--- config.mk ---
export PLATFORM = sky130hd
export DESIGN_NAME = psram_arbiter
export DESIGN_NICKNAME = d
export VERILOG_FILES = /design/src/rtl/psram_arbiter.sv
export SDC_FILE = /design/constraint.sdc
export NUM_CORES = 1
export LEC_CHECK = 0
export CAP_MARGIN = 25
export CORE_ASPECT_RATIO = 1.1
export CORE_MARGIN = 1
export CORE_UTILIZATION = 46
export CTS_BUF_LIST = sky130_fd_sc_hd__clkbuf_8
export CTS_CLUSTER_DIAMETER = 40
export DETAILED_ROUTE_END_ITERATION = 7
export PLACE_DENSITY = 0.79
export SYNTH_ARGS = -nofsm -noshare
export SYNTH_HDL_FRONTEND = slang
export SYNTH_SLANG_ARGS = --single-unit
--- constraint.sdc ---
create_clock -name clk -period 1.8 [get_ports clk]
set_input_delay 0.36 -clock clk [delete_from_list [all_inputs] [get_ports clk]]
set_output_delay 0.36 -clock clk [all_outputs]
set_load 0.02 [all_outputs]
--- src/rtl/psram_arbiter.sv ---
// -----------------------------------------------------------------------------
// psram_arbiter
//
// Purpose:
//   Shares the single-port PSRAM byte controller between the game loader's
//   write stream and the Atari bus read path. Arbitrates between the two
//   requesters, walks each transaction through the controller's
//   pulse / busy / valid handshake, and keeps a one-entry read cache so that
//   repeated CPU reads of the same byte are answered without touching PSRAM.
//
// Ports:
//   clk, reset_n        27 MHz clock, synchronous active-low reset
//   cpu_read_req        CPU read request (level, held until cpu_ack)
//   cpu_addr[21:0]      CPU read byte address
//   cpu_ack             one-cycle pulse, cpu_data valid in this cycle
//   cpu_data[7:0]       read data, holds between acks
//   ld_write_req        loader write request (level, held until ld_ack)
//   ld_addr[21:0]       loader write address
//   ld_data[7:0]        loader write data
//   ld_ack              one-cycle pulse, write complete
//   xfer_err            one-cycle pulse alongside an ack that ended by timeout
//   timeout_seen        sticky timeout flag, cleared only by reset
//   cache_flush         pulse, invalidates the read cache
//   mem_read_req        one-cycle read request pulse to the controller
//   mem_write_req       one-cycle write request pulse to the controller
//   mem_addr[21:0]      registered transaction address
//   mem_wdata[7:0]      registered write data
//   mem_rdata[7:0]      controller read data
//   mem_valid           controller read-data strobe
//   mem_busy            controller busy
// -----------------------------------------------------------------------------
module psram_arbiter #(
    parameter int STARVE_LIMIT   = 8,
    parameter int TIMEOUT_CYCLES = 64
) (
    input  logic        clk,
    input  logic        reset_n,
    input  logic        cpu_read_req,
    input  logic [21:0] cpu_addr,
    output logic        cpu_ack,
    output logic [7:0]  cpu_data,
    input  logic        ld_write_req,
    input  logic [21:0] ld_addr,
    input  logic [7:0]  ld_data,
    output logic        ld_ack,
    output logic        xfer_err,
    output logic        timeout_seen,
    input  logic        cache_flush,
    output logic        mem_read_req,
    output logic        mem_write_req,
    output logic [21:0] mem_addr,
    output logic [7:0]  mem_wdata,
    input  logic [7:0]  mem_rdata,
    input  logic        mem_valid,
    input  logic        mem_busy
);

    localparam int SW = (STARVE_LIMIT > 0) ? $clog2(STARVE_LIMIT + 1) : 1;
    localparam int TW = (TIMEOUT_CYCLES > 1) ? $clog2(TIMEOUT_CYCLES) : 1;
    localparam logic [SW-1:0] STARVE_MAX = SW'(STARVE_LIMIT);
    localparam logic [TW-1:0] TMO_LAST   = TW'(TIMEOUT_CYCLES - 1);
    localparam logic [7:0]    ERR_DATA   = 8'hEA;

    typedef enum logic [1:0] {
        IDLE       = 2'd0,
        WAIT_START = 2'd1,
        WAIT_DONE  = 2'd2
    } state_t;

    state_t      state_q, state_d;
    logic        is_write_q, is_write_d;
    logic [TW-1:0] tmo_cnt_q, tmo_cnt_d;
    logic [SW-1:0] starve_cnt_q, starve_cnt_d;
    logic        cache_valid_q, cache_valid_d;
    logic [21:0] cache_addr_q, cache_addr_d;
    logic [7:0]  cache_data_q, cache_data_d;
    logic [7:0]  cpu_data_q, cpu_data_d;
    logic        cpu_ack_q, cpu_ack_d;
    logic        ld_ack_q, ld_ack_d;
    logic        xfer_err_q, xfer_err_d;
    logic        timeout_seen_q, timeout_seen_d;
    logic        mem_read_req_q, mem_read_req_d;
    logic        mem_write_req_q, mem_write_req_d;
    logic [21:0] mem_addr_q, mem_addr_d;
    logic [7:0]  mem_wdata_q, mem_wdata_d;

    logic        cpu_elig;
    logic        ld_elig;
    logic        grant_cpu;
    logic        grant_ld;
    logic        xfer_done;

    // A requester acked in this cycle is still holding its request level;
    // ignoring it here stops it from being served twice.
    assign cpu_elig = cpu_read_req && !cpu_ack_q;
    assign ld_elig  = ld_write_req && !ld_ack_q;

    always_comb begin
        state_d         = state_q;
        is_write_d      = is_write_q;
        tmo_cnt_d       = tmo_cnt_q;
        starve_cnt_d    = starve_cnt_q;
        cache_valid_d   = cache_valid_q;
        cache_addr_d    = cache_addr_q;
        cache_data_d    = cache_data_q;
        cpu_data_d      = cpu_data_q;
        cpu_ack_d       = 1'b0;
        ld_ack_d        = 1'b0;
        xfer_err_d      = 1'b0;
        timeout_seen_d  = timeout_seen_q;
        mem_read_req_d  = 1'b0;
        mem_write_req_d = 1'b0;
        mem_addr_d      = mem_addr_q;
        mem_wdata_d     = mem_wdata_q;
        grant_cpu       = 1'b0;
        grant_ld        = 1'b0;
        xfer_done       = 1'b0;

        case (state_q)
            IDLE: begin
                // A flush arriving with the request suppresses the hit.
                if (cpu_elig && cache_valid_q && !cache_flush &&
                    (cpu_addr == cache_addr_q)) begin
                    cpu_ack_d  = 1'b1;
                    cpu_data_d = cache_data_q;
                end else if (!mem_busy) begin
                    if (ld_elig && (!cpu_elig || (starve_cnt_q == STARVE_MAX))) begin
                        grant_ld = 1'b1;
                    end else if (cpu_elig) begin
                        grant_cpu = 1'b1;
                    end
                end

                if (grant_ld) begin
                    starve_cnt_d    = '0;
                    mem_addr_d      = ld_addr;
                    mem_wdata_d     = ld_data;
                    mem_write_req_d = 1'b1;
                    is_write_d      = 1'b1;
                    tmo_cnt_d       = '0;
                    state_d         = WAIT_START;
                end

                if (grant_cpu) begin
                    if (ld_write_req) begin
                        starve_cnt_d = (starve_cnt_q == STARVE_MAX) ? STARVE_MAX
                                                                    : starve_cnt_q + 1'b1;
                    end else begin
                        starve_cnt_d = '0;
                    end
                    mem_addr_d     = cpu_addr;
                    mem_read_req_d = 1'b1;
                    is_write_d     = 1'b0;
                    tmo_cnt_d      = '0;
                    state_d        = WAIT_START;
                end
            end

            WAIT_START, WAIT_DONE: begin
                // Reads may complete straight from WAIT_START; writes only
                // finish once busy has been seen and then drops.
                if (is_write_q) begin
                    xfer_done = (state_q == WAIT_DONE) && !mem_busy;
                end else begin
                    xfer_done = mem_valid;
                end

                if (xfer_done) begin
                    state_d = IDLE;
                    if (is_write_q) begin
                        ld_ack_d = 1'b1;
                        // Keep the cached byte coherent with the write.
                        if (cache_valid_q && (mem_addr_q == cache_addr_q)) begin
                            cache_data_d = mem_wdata_q;
                        end
                    end else begin
                        cpu_ack_d     = 1'b1;
                        cpu_data_d    = mem_rdata;
                        cache_data_d  = mem_rdata;
                        cache_addr_d  = mem_addr_q;
                        cache_valid_d = 1'b1;
                    end
                end else if (tmo_cnt_q == TMO_LAST) begin
                    state_d        = IDLE;
                    xfer_err_d     = 1'b1;
                    timeout_seen_d = 1'b1;
                    if (is_write_q) begin
                        ld_ack_d = 1'b1;
                    end else begin
                        cpu_ack_d  = 1'b1;
                        cpu_data_d = ERR_DATA;
                    end
                end else begin
                    tmo_cnt_d = tmo_cnt_q + 1'b1;
                    if ((state_q == WAIT_START) && mem_busy) begin
                        state_d = WAIT_DONE;
                    end
                end
            end

            default: state_d = IDLE;
        endcase

        // Flush has the last word, including over a read fill this cycle.
        if (cache_flush) begin
            cache_valid_d = 1'b0;
        end
    end

    always_ff @(posedge clk) begin
        if (!reset_n) begin
            state_q         <= IDLE;
            is_write_q      <= 1'b0;
            tmo_cnt_q       <= '0;
            starve_cnt_q    <= '0;
            cache_valid_q   <= 1'b0;
            cpu_data_q      <= 8'h00;
            cpu_ack_q       <= 1'b0;
            ld_ack_q        <= 1'b0;
            xfer_err_q      <= 1'b0;
            timeout_seen_q  <= 1'b0;
            mem_read_req_q  <= 1'b0;
            mem_write_req_q <= 1'b0;
            mem_addr_q      <= 22'd0;
            mem_wdata_q     <= 8'h00;
        end else begin
            state_q         <= state_d;
            is_write_q      <= is_write_d;
            tmo_cnt_q       <= tmo_cnt_d;
            starve_cnt_q    <= starve_cnt_d;
            cache_valid_q   <= cache_valid_d;
            cpu_data_q      <= cpu_data_d;
            cpu_ack_q       <= cpu_ack_d;
            ld_ack_q        <= ld_ack_d;
            xfer_err_q      <= xfer_err_d;
            timeout_seen_q  <= timeout_seen_d;
            mem_read_req_q  <= mem_read_req_d;
            mem_write_req_q <= mem_write_req_d;
            mem_addr_q      <= mem_addr_d;
            mem_wdata_q     <= mem_wdata_d;
        end
    end

    // Cache contents are qualified by cache_valid_q, so they need no reset.
    always_ff @(posedge clk) begin
        cache_addr_q <= cache_addr_d;
        cache_data_q <= cache_data_d;
    end

    assign cpu_ack       = cpu_ack_q;
    assign cpu_data      = cpu_data_q;
    assign ld_ack        = ld_ack_q;
    assign xfer_err      = xfer_err_q;
    assign timeout_seen  = timeout_seen_q;
    assign mem_read_req  = mem_read_req_q;
    assign mem_write_req = mem_write_req_q;
    assign mem_addr      = mem_addr_q;
    assign mem_wdata     = mem_wdata_q;

endmodule

Fig. 1: the metal 1 layer
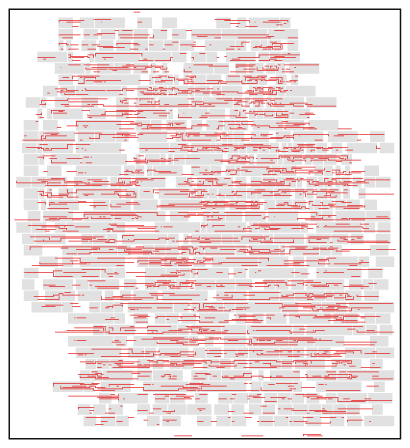
The layer carries 5090 um of wire. The layer holds 40% of the routed length. 588 nets have wire on it. The wires run mostly horizontal. The longest straight run is 26.7 um.

==> results_dict.tcl <==
# yosys + openroad results
set metrics [dict create \
    num_antenna_cells 0 \
    fp_util_pct 47.46 \
    crit_fanout 8 \
    ys_seq_share_pct 48.96 \
    hold_path_depth 3 \
    fmax_ghz 0.4705 \
    yosys_cells 393 \
    rsz0062_at_grt "yes" \
    violations "negative setup slack" \
    grt_use_total_pct 26.19 \
    max-cap-violations 0 \
    lay_top_cells "clkdlybuf4s50_1 (72), buf_4 (63), dfxtp_1 (57), nand2_1 (41), edfxtp_1 (30)" \
    ys_ff 88 \
    p_total_mw 4.884 \
    skew_ns 0.009534 \
    overflow 0 \
    tightest_slew_ns 0.4145 \
    grt_pass1_wl_um 19020 \
    fp.dieH_um 102.4 \
    hold_violations 0 \
    worstPathRequired_ns 2.09 \
    h-tree-depth 3 \
    grt_max_degree 34 \
    rr_endpoint "mem_wdata[0]" \
    p_leak_nw 2.802 \
    cp.arrival_ns 2.41 \
    cts_root_buf "clkbuf_8" \
    setup_ws_ns -0.3256 \
    area_growth_pct 57.84 \
    ios 111 \
    grt.busiest_layer "met2" \
    yosysWarnings 0 \
    cts_buffer_depth 2 \
    cts_tree "yes" \
    initialDrtViolationCount 155 \
    wl_per_cell_um 18.28 \
    lay_top_count "clkdlybuf4s50_1" \
    final_max_slew_viol_count 0 \
    die_x_um 93.23 \
    slew_headroom_pct 72.37 \
    die_area_sq_mm 0.009543 \
    min_from "reset_n" \
    hold_path.class "in -> reg" \
    met1_usage_pct 31.31 \
    cts_sinks 88 \
    grtUsageMet3_pct 3.571 \
    port-buffer-count 110 \
    rr_startpoint "cache_addr_q[12]" \
    min_to "mem_read_req" \
    dr.pass1.iters 4 \
    cp-end-kind "flop" \
    place_area_sq_mm 0.005954 \
    wl_met3_um 478 \
    drtAntennaViolNets 0 \
    fin_nets 645 \
    status "complete, but fails checks" \
    rows 36 \
    netlist_area_sq_mm 0.004212 \
    layout-drive-gt1-share_pct 28.13 \
    warning_count 33 \
    ys_async_sr_fraction_pct 0 \
    hold_buffers 0 \
    cts_buffers 9 \
    clkLatencyLatePin_ns 0.36 \
    grt_pass1_vias 3818 \
    finalCoreUtilization_pct 74.92 \
    synthesis.nets 467 \
    reg2reg_depth 9 \
    drcViolationCount 0 \
    coreArea_sq_mm 0.008874 \
    final.min_clock_period_ns 2.126 \
    synth_cell_types 45 \
    wirelength_met1_um 5088 \
    grt_antenna_before_repair 0 \
    yosysChipArea_sq_mm 0.004212 \
    route.top_layer_used "met4" \
    critPathKind "reg -> reg" \
    reg2reg_slack_ns -0.33 \
    path_clk_slew_ns 0.09 \
    wl_met2_um 6792 \
    final-setup-viol-count 62 \
    edf_count 30 \
    syn_inst 393 \
    fin_crit_sh_pct 118.1 \
    dpl_worst_slack_ns -0.8679 \
    place.gp.congestion 0.8533 \
    max-vdd-ir-drop_uv 557.5 \
    dpl.hpwl_um 8371 \
    yosys_most_used_dff "dfxtp_1" \
    start_kind "flop" \
    viasPerCell 5.525 \
    avgSynthCellArea_sq_um 10.72 \
    powerDensity_mw_per_mm2 734.7 \
    design_area_sq_mm 0.006648 \
]
Fig. 2: metal 2
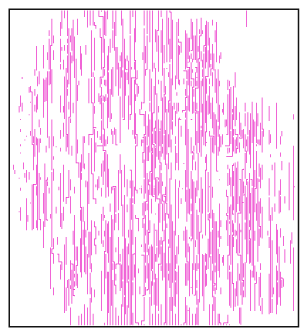
The wires run mostly vertical. The layer carries 6790 um of wire. 588 nets have wire on it.
GR Layer Usage met2: 47.17%
via count: 3812
WL final: 12610 um

-- worst max-delay path: stages (launching register included) --
cell and delay [ns]:
edfxtp_1 0.47, xnor2_2 0.22, nand4_1 0.19, nor4_4 0.33, nand3_2 0.13, buf_6 0.13
nand4_1 0.10, buf_6 0.15, buf_12 0.14, mux2i_1 0.19
-- where the power goes --
group | internal, mW | total (mW) | switching, mW
clock | 0.645 | 1.38 | 0.737
combinational | 0.654 | 1.22 | 0.571
sequential | 2.18 | 2.28 | 0.0945
-- state kept, by name (all words and copies together) (netlist names) --
register       cells
state_q            2
tmo_cnt_q          6
is_write_q         1
starve_cnt_q       4
xfer_err           1
mem_read_req       1
cache_data_q       8
mem_wdata          8
ld_ack             1
cpu_ack            1
mem_write_req      1
cpu_data           8
timeout_seen       1
cache_valid_q      1
mem_addr          22
cache_addr_q      22
-- how the worst max path moves through the flow --
stage,startpoint,to,cells after the start
after floorplan,cache_addr_q[4],cpu_data[1],7
final,cache_addr_q[12],mem_wdata[0],9
after global routing,cache_addr_q[12],mem_wdata[1],9
after global placement,cpu_read_req,cpu_data[2],7
after CTS,cache_addr_q[0],mem_wdata[0],9
after detailed placement,cpu_read_req,cpu_data[6],7
-- metrics by stage --
stage          setup TNS, ns  instances  hold slack, ns
6_report              -15.32        690          0.3027
3_3_place_gp          -42.28        666          0.4391
3_5_place_dp          -44.73        666          0.4533
4_1_cts               -13.54        689          0.2851
5_1_grt               -19.73        690          0.3152
2_1_floorplan         -3.425        393          0.4393
-- logic make-up (layout without fill, tap and decap cells) --
logic type	after synthesis	count (layout)	share of synthesized area [%]
AOI/OAI and AO/OA	79	79	15.86
xor gates and xnor gates	45	45	9.358
adders and majority gates	7	7	2.080
buffers and inverters	32	215	3.209
DFF	88	88	48.96
muxes	25	25	6.209
and+or+nand+nor	117	117	14.32
-- cell type report --
| class | instances | area [sq um] |
|---|---|---|
| clock inverters | 7 | 71.32 |
| fillers | 560 | 2226 |
| clock buffers | 9 | 123.9 |
| inverters | 10 | 37.54 |
| repair buffers | 189 | 1800 |
| well taps | 114 | 142.6 |
| multi-input cells | 273 | 2409 |
| flip-flops and latches | 88 | 2063 |
-- cells in the mapped netlist (2+ instances only) --
library cell  instances  area [sq um]
o21ai_0               3         15.01
inv_1                10         37.54
nand4_1              14         87.58
o221ai_1              6         52.55
nor3_1                6         30.03
edfxtp_1             30         900.9
o221a_1               2         22.52
xor2_1               13         113.9
mux2_2                9         101.4
o221a_2              20         225.2
o21a_1               24         180.2
nor4_1                4         25.02
nor2b_1               5         31.28
nor2_1               12         45.04
o22ai_1               5         31.28
clkbuf_1             13         48.80
ha_1                  7         87.58
a21oi_1               3         15.01
dfxtp_1              58          1161
buf_1                 2         7.510
nand3_1              13         65.06
xnor2_1              32         280.3
buf_2                 6         30.03
o211ai_1              6         45.04
nand3b_1              4         30.03
and2_1                2         12.51
mux2i_1              16         160.2
and3_1                3         18.77
nand2b_1              5         31.28
a21o_1                3         22.52
nand2_1              43         161.4
-- repair_timing --
item,CTS,global route
buffers inserted,7,2
cloned,2,0
resized,74,36
pin swaps,17,11
setup endpoints to repair,76,90
Power is estimated from default activity; no workload was simulated.
